clock_wires.png
The bar under the picture is 20 µm long.
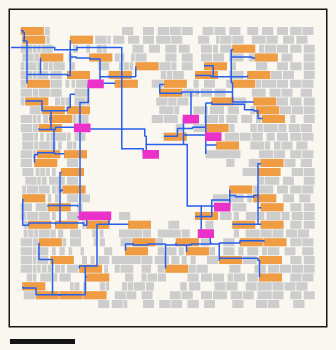
ff_map.png
The bar under the picture is 20 µm long. Other sequential cells in the stronger grey, the rest of the logic in the fainter grey.
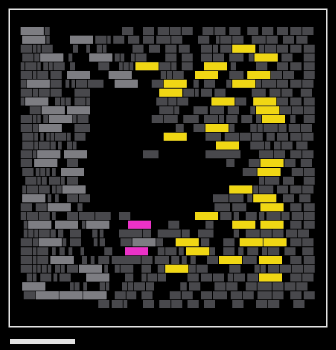
===== src/rtl/ifetch_unit_if.sv =====
// ---------------------------------------------------------------------------
// ifetch_unit_if : instruction-memory request/grant + response bus.
// The master (fetch unit) issues one word request at a time and receives the
// response on the rvalid/rdata pair; the slave is the instruction memory.
// ---------------------------------------------------------------------------
interface ifetch_unit_if;
    logic        imem_req;
    logic [31:0] imem_addr;
    logic        imem_gnt;
    logic        imem_rvalid;
    logic [31:0] imem_rdata;

    modport master (
        output imem_req,
        output imem_addr,
        input  imem_gnt,
        input  imem_rvalid,
        input  imem_rdata
    );

    modport slave (
        input  imem_req,
        input  imem_addr,
        output imem_gnt,
        output imem_rvalid,
        output imem_rdata
    );
endinterface


===== src/rtl/ifetch_unit.sv =====
// ---------------------------------------------------------------------------
// ifetch_unit : fetch stage holding the architectural PC.
// Fetches one instruction at a time over the imem request/grant + response
// bus, buffers it and hands it to decode with a valid/ready handshake.
// A flush redirects the PC; a response still in flight at that moment is
// drained and thrown away so only one request is ever outstanding.
// Optional build macro FETCH_ALIGN_CHK_EN: a misaligned PC is never sent to
// memory; instead a zero instruction is presented with fetch_fault set.
// ---------------------------------------------------------------------------
module ifetch_unit #(
    parameter logic [31:0] RESET_PC = 32'h0000_3000
) (
    input  logic                clk,
    input  logic                rst,
    input  logic [31:0]         npc_in,
    output logic [31:0]         pc_out,
    input  logic                flush,
    input  logic [31:0]         flush_pc,
    ifetch_unit_if.master       imem,
    output logic [31:0]         instr_out,
    output logic                instr_valid,
    input  logic                id_ready
`ifdef FETCH_ALIGN_CHK_EN
    ,
    output logic                fetch_fault
`endif
);

    typedef enum logic [1:0] {
        S_REQ   = 2'd0,
        S_WAIT  = 2'd1,
        S_HOLD  = 2'd2,
        S_DRAIN = 2'd3
    } state_e;

    state_e      state_q, state_d;
    logic [31:0] pc_q, pc_d;
    logic [31:0] instr_q, instr_d;
    logic        valid_q, valid_d;
    logic        gnt_acc_s;
    logic        misalign_s;
`ifdef FETCH_ALIGN_CHK_EN
    logic        fault_q, fault_d;
`endif

    // Alignment test on the held PC; a constant 0 when checking is compiled out.
    always_comb begin
`ifdef FETCH_ALIGN_CHK_EN
        misalign_s = (pc_q[1:0] != 2'b00);
`else
        misalign_s = 1'b0;
`endif
    end

    // Request is a pure decode of the state so it is held steadily until granted.
    always_comb begin
        imem.imem_req  = (state_q == S_REQ) && !rst && !misalign_s;
        imem.imem_addr = {pc_q[31:2], 2'b00};
        gnt_acc_s      = imem.imem_req && imem.imem_gnt;
    end

    // Next-state and datapath update; flush overrides acceptance and responses.
    always_comb begin
        state_d = state_q;
        pc_d    = pc_q;
        instr_d = instr_q;
        valid_d = valid_q;
`ifdef FETCH_ALIGN_CHK_EN
        fault_d = fault_q;
`endif
        if (flush) begin
            pc_d    = flush_pc;
            valid_d = 1'b0;
`ifdef FETCH_ALIGN_CHK_EN
            fault_d = 1'b0;
`endif
            case (state_q)
                // A grant in the flush cycle leaves a response in flight.
                S_REQ:   state_d = gnt_acc_s ? S_DRAIN : S_REQ;
                S_WAIT:  state_d = imem.imem_rvalid ? S_REQ : S_DRAIN;
                S_HOLD:  state_d = S_REQ;
                S_DRAIN: state_d = imem.imem_rvalid ? S_REQ : S_DRAIN;
                default: state_d = S_REQ;
            endcase
        end else begin
            case (state_q)
                S_REQ: begin
                    if (misalign_s) begin
                        instr_d = 32'h0000_0000;
                        valid_d = 1'b1;
`ifdef FETCH_ALIGN_CHK_EN
                        fault_d = 1'b1;
`endif
                        state_d = S_HOLD;
                    end else if (gnt_acc_s) begin
                        state_d = S_WAIT;
                    end else begin
                        state_d = S_REQ;
                    end
                end
                S_WAIT: begin
                    if (imem.imem_rvalid) begin
                        instr_d = imem.imem_rdata;
                        valid_d = 1'b1;
                        state_d = S_HOLD;
                    end else begin
                        state_d = S_WAIT;
                    end
                end
                S_HOLD: begin
                    if (id_ready) begin
                        valid_d = 1'b0;
`ifdef FETCH_ALIGN_CHK_EN
                        fault_d = 1'b0;
`endif
                        pc_d    = npc_in;
                        state_d = S_REQ;
                    end else begin
                        state_d = S_HOLD;
                    end
                end
                // Orphaned response after a flush: swallow it, never present it.
                S_DRAIN: begin
                    if (imem.imem_rvalid) begin
                        state_d = S_REQ;
                    end else begin
                        state_d = S_DRAIN;
                    end
                end
                default: state_d = S_REQ;
            endcase
        end
    end

    // State registers with synchronous reset taking priority over everything.
    always_ff @(posedge clk) begin
        if (rst) begin
            state_q <= S_REQ;
            pc_q    <= RESET_PC;
            instr_q <= 32'h0000_0000;
            valid_q <= 1'b0;
`ifdef FETCH_ALIGN_CHK_EN
            fault_q <= 1'b0;
`endif
        end else begin
            state_q <= state_d;
            pc_q    <= pc_d;
            instr_q <= instr_d;
            valid_q <= valid_d;
`ifdef FETCH_ALIGN_CHK_EN
            fault_q <= fault_d;
`endif
        end
    end

    // Outputs come straight from registers.
    always_comb begin
        pc_out      = pc_q;
        instr_out   = instr_q;
        instr_valid = valid_q;
`ifdef FETCH_ALIGN_CHK_EN
        fetch_fault = fault_q;
`endif
    end

endmodule

===== src/flat_wrapper.sv =====
// flat-port wrapper written by rule: the top's interface ports become plain ports
module ifetch_unit_flat 
#(
    parameter logic [31:0] RESET_PC = 32'h0000_3000
)
  (clk, rst, npc_in, pc_out, flush, flush_pc, instr_out, instr_valid, id_ready, imem_imem_req, imem_imem_addr, imem_imem_gnt, imem_imem_rvalid, imem_imem_rdata);
  ifetch_unit_if imem_i ();
  input  logic clk;
  input  logic rst;
  input  logic [31:0] npc_in;
  output logic [31:0] pc_out;
  input  logic flush;
  input  logic [31:0] flush_pc;
  output logic [31:0] instr_out;
  output logic instr_valid;
  input  logic id_ready;
  output wire logic [$bits(imem_i.imem_req)-1:0] imem_imem_req;
  output wire logic [$bits(imem_i.imem_addr)-1:0] imem_imem_addr;
  input wire logic [$bits(imem_i.imem_gnt)-1:0] imem_imem_gnt;
  input wire logic [$bits(imem_i.imem_rvalid)-1:0] imem_imem_rvalid;
  input wire logic [$bits(imem_i.imem_rdata)-1:0] imem_imem_rdata;
  assign imem_imem_req = imem_i.imem_req;
  assign imem_imem_addr = imem_i.imem_addr;
  assign imem_i.imem_gnt = imem_imem_gnt;
  assign imem_i.imem_rvalid = imem_imem_rvalid;
  assign imem_i.imem_rdata = imem_imem_rdata;
  ifetch_unit #(.RESET_PC(RESET_PC)) u_core (.clk(clk), .rst(rst), .npc_in(npc_in), .pc_out(pc_out), .flush(flush), .flush_pc(flush_pc), .imem(imem_i), .instr_out(instr_out), .instr_valid(instr_valid), .id_ready(id_ready));
endmodule

===== config.mk =====
export PLATFORM = sky130hd
export DESIGN_NAME = ifetch_unit_flat
export DESIGN_NICKNAME = d
export VERILOG_FILES = /design/src/rtl/ifetch_unit_if.sv /design/src/rtl/ifetch_unit.sv /design/src/flat_wrapper.sv
export SDC_FILE = /design/constraint.sdc
export NUM_CORES = 1
export LEC_CHECK = 0
export CORE_MARGIN = 3
export CORE_UTILIZATION = 37
export CTS_CLUSTER_DIAMETER = 100
export DETAILED_ROUTE_END_ITERATION = 8
export PLACE_DENSITY = 0.94
export REMOVE_ABC_BUFFERS = 1
export SLEW_MARGIN = 0
export SYNTH_ARGS = -nofsm -noshare
export SYNTH_HDL_FRONTEND = slang
export SYNTH_SLANG_ARGS = --single-unit

===== constraint.sdc =====
create_clock -name clk -period 2.2 [get_ports clk]
set_clock_uncertainty 0.15 [all_clocks]
set_input_delay 0.44 -clock clk [delete_from_list [all_inputs] [get_ports clk]]
set_output_delay 0.44 -clock clk [all_outputs]
set_load 0.005 [all_outputs]

==> Slide: Implementation Results <==
Run Summary

Final timing
  – Fin. Hold Viols: 0
  – # setup viols final: 0
  – Tcrit/Tclk final: 0.942
  – Peak Freq: 483 MHz
  – Minimum clock period: 2.07 ns
  – Min Hold Slack: 0.303 ns
  – Worst slew margin: 0.523
  – Unrepaired setup endpoints after global routing: no
  – Tightest Pin Transition: 0.716 ns
  – Slew Viols, Final: 0

Finish
  – Share of layout cells above drive strength 1: 0.110
  – Post-synthesis to final-layout area growth: 64.5%
  – Non-Filler Instances: 601
  – Sequential cell area: 1340 µm²
  – Fillers: 626
  – Core Util, Final: 0.645
  – # nets final: 597
  – Comb area: 1390 µm²
  – Antenna cells: 0

Route
  – Uppermost layer routed: met4
  – WL met1: 3850 µm
  – TritonRoute pass-1 iters: 4
  – Met3 wire len: 1030 µm
  – Antenna Violating Nets Remaining: 0
  – Routed len/inst: 16.3 µm
  – DR iter-0 viols: 49
  – Total number of vias: 3005
  – Number of vias per cell: 5.00
  – Met2 WL: 4760 µm
  – DRC Markers: 0
  – Routed WL: 9790 µm

CTS
  – Hold buffer count at CTS: 0
  – CTS Sinks: 67
  – Root Buffer: clkbuf_8
  – Clock Tree Buf Depth: 2
  – H-tree levels: 3
  – Num CTS Buffers: 9
  – Worst-path clk slew: 0.07 ns
  – Post-CTS Resized: 0
  – Worst skew pair latency: 0.32 ns
  – CTS tree: built
  – Post-CTS setup buffers: 0

Synthesis
  – Most used DFF post-synth: dfxtp_1
  – MUX share of area: 0.0967
  – Aoi share: 0.186
  – Fa+ha+maj area frac: 0
  – Yosys warning count: 0
  – Top non-seq family: AND-OR/OR-AND gates
  – Flip-flops with a built-in enable: 0
  – Xor+xnor area frac: 0
  – Top cells by count: 67 x dfxtp_1, 64 x nand2_1, 36 x a21oi_1, 32 x buf_4, 32 x nor3_1
  – Top cells, area: dfxtp_1 43%, a211oi_2 11%, mux2i_1 9.7%
  – Simple-Gate Fraction of Synth Area: 0.156
  – Area reported by Yosys stat: 3110 µm²
  – Yosys cell count: 340
  – Avg Inst Size Synth: 9.13 µm²
  – Area share, top type: 0.432
  – Synth Seq Share: 0.432
  – Ys async rst share: 0
  – Syn Std Cell Area: 3110 µm²
  – Cells after synthesis: 340
  – Area leader, netlist: dfxtp_1
  – Unique cell types: 26
  – Yosys top cell by instances: dfxtp_1
  – Ys flops: 67

Status
  – Status: finished, final reports clean

Pwr
  – Pwr dens: 595 nW/µm²
  – Leakage Power: 1.83 nW
  – Worst VDD drop: 0.372 mV

Critical path
  – Family with the most delay on the worst path: buffers and inverters
  – R2R setup slack: 0.52 ns
  – CP Data Required Time: 1.61 ns
  – Total stage count of the critical path: 2
  – Buf+Inv Stages, Crit Path: 1
  – Crit Path Max Fanout: 7
  – RR Endpoint: u_core.pc_out[31]
  – Critical path data arrival time: 1.48 ns
  – Kind of critical path: reg -> out
  – RR Startpoint: u_core.state_q[0]
  – Crit. End Element: output pin
  – Slowest-stage cell, CP: clkdlybuf4s50_1
  – Setup crit start kind: flop
  – CP peak stage delay: 0.56 ns
  – Crit path cell chain: nor3_1 -> clkdlybuf4s50_1
  – Reg2Reg Depth: 4

Global routing
  – Total track usage: 0.202
  – First-pass GRT wire length: 15800 µm
  – Number of global-route vias before repair: 3143
  – Initial antenna violation count: 0
  – Largest net degree at the start of global routing: 61
  – Global route overflow: 0

Placement
  – Hpwl dp: 7470 µm
  – Dpl cells: 586
  – Routability cong.: 0.788
  – IO buf count: 197

Floorplan
  – Num ports: 200
  – Core Area: 7930 µm²
  – DIE HEIGHT: 97.6 µm
  – Site row count: 32
  – Floorplan utilization: 0.392
  – Chip area: 9530 µm²
  – Width of the die: 97.6 µm

Run
  – Max_cap viols: 0
  – Tool warnings: 25

Worst hold path
  – Hold Path End: u_core.instr_out[10]
  – Hold Path Class: reg -> reg
  – Worst hold path depth: 2
  – Worst Hold Launch: u_core.instr_out[10]
Back to the opening pictures, clock_wires.png:
flip-flops: shown in orange, count 67. clock-net drivers: shown in magenta, count 9. clock wires: shown in blue, length 808 µm.
There are 10 routed clock nets. Position of the flops: widely spread.

Back to the opening pictures, ff_map.png:
u_core.state_q: shown in magenta, flops 2. u_core.pc_out: shown in yellow, flops 32.
Another 33 sequential cells are not coloured.

## layout by cell type (no fill, tap or decap), drive strengths merged
master | Yosys | final
nand2b | 1 | 1
and3b | 1 | 1
nor2b | 2 | 2
bufinv | 0 | 1
clkdlybuf4s50 | 0 | 195
a211oi | 32 | 32
a21oi | 36 | 36
o211ai | 1 | 1
clkbuf | 22 | 13
o22ai | 1 | 1
clkinv | 0 | 1
nand4bb | 1 | 1
a22o | 1 | 1
nand2 | 64 | 64
or3b | 1 | 1
or2 | 1 | 1
nor4bb | 1 | 1
dfxtp | 67 | 67
mux2i | 30 | 30
nor4 | 2 | 2
or2b | 1 | 1
nor3 | 32 | 32
conb | 1 | 2
buf | 42 | 12
## sequential cells by signal, summed over array words and instances (netlist names)
signal / flops
u_core.instr_out: 32
u_core.pc_out: 32
u_core.state_q: 2
u_core.instr_valid: 1
## worst register-to-register path: stages, from the launching register on
cell and delay, ns:
dfxtp_1 0.45, and3b_1 0.22, or2_2 0.32, buf_12 0.20, a211oi_1 0.25
## per-stage QoR
| stage | instance area, µm² | setup TNS [ns] | total power, mW | setup WS (ns) |
|---|---|---|---|---|
| global placement | 4920 | 0 | 2.05 | 0.213 |
| floorplan | 2710 | -46.54 | 1.55 | -1.04 |
| CTS | 5110 | 0 | 3.08 | 0.0924 |
| detailed placement | 4920 | 0 | 2.07 | 0.148 |
| finish | 5110 | 0 | 3.04 | 0.128 |
| global route | 5110 | 0 | 3.18 | 0.0487 |
## where the power goes
group | leakage [nW] | internal [mW] | total, mW | switching, mW
Clock | 0.0995 | 0.579 | 1.00 | 0.422
Sequential | 0.550 | 1.28 | 1.34 | 0.0573
Combinational | 1.18 | 0.446 | 0.700 | 0.254
Total | 1.83 | 2.31 | 3.04 | 0.733
## layout make-up
type,instances,area share
Multi-Input combinational cell,210,0.271
Clock buffer,13,0.0311
Clock inverter,2,0.00686
Timing Repair Buffer,207,0.404
Tap cell,102,0.0250
Sequential cell,67,0.262
## worst max-delay path by stage
stage	start	end	slack [ns]
after floorplan	u_core.state_q[0]	u_core.instr_out[0]	-1.04
after global placement	id_ready	u_core.pc_out[1]	0.21
after detailed placement	id_ready	u_core.pc_out[31]	0.15
after CTS	u_core.state_q[1]	imem_imem_req	0.09
after global routing	u_core.state_q[1]	imem_imem_req	0.05
final	u_core.state_q[1]	imem_imem_req	0.13
## per-layer routing
layer / vias to the layer above / track usage
met5: - / 0
met4: 0 / 0.0607
met3: 13 / 0.0869
met2: 145 / 0.348
met1: 1392 / 0.224
li1: 1455 / -
## kinds of logic after synthesis
family,Yosys count
AND/OR/NAND/NOR,107
AND-OR/OR-AND,71
other,1
buffers and inverters,64
flip-flops,67
multiplexers,30
Power is estimated from default activity; no workload was simulated.
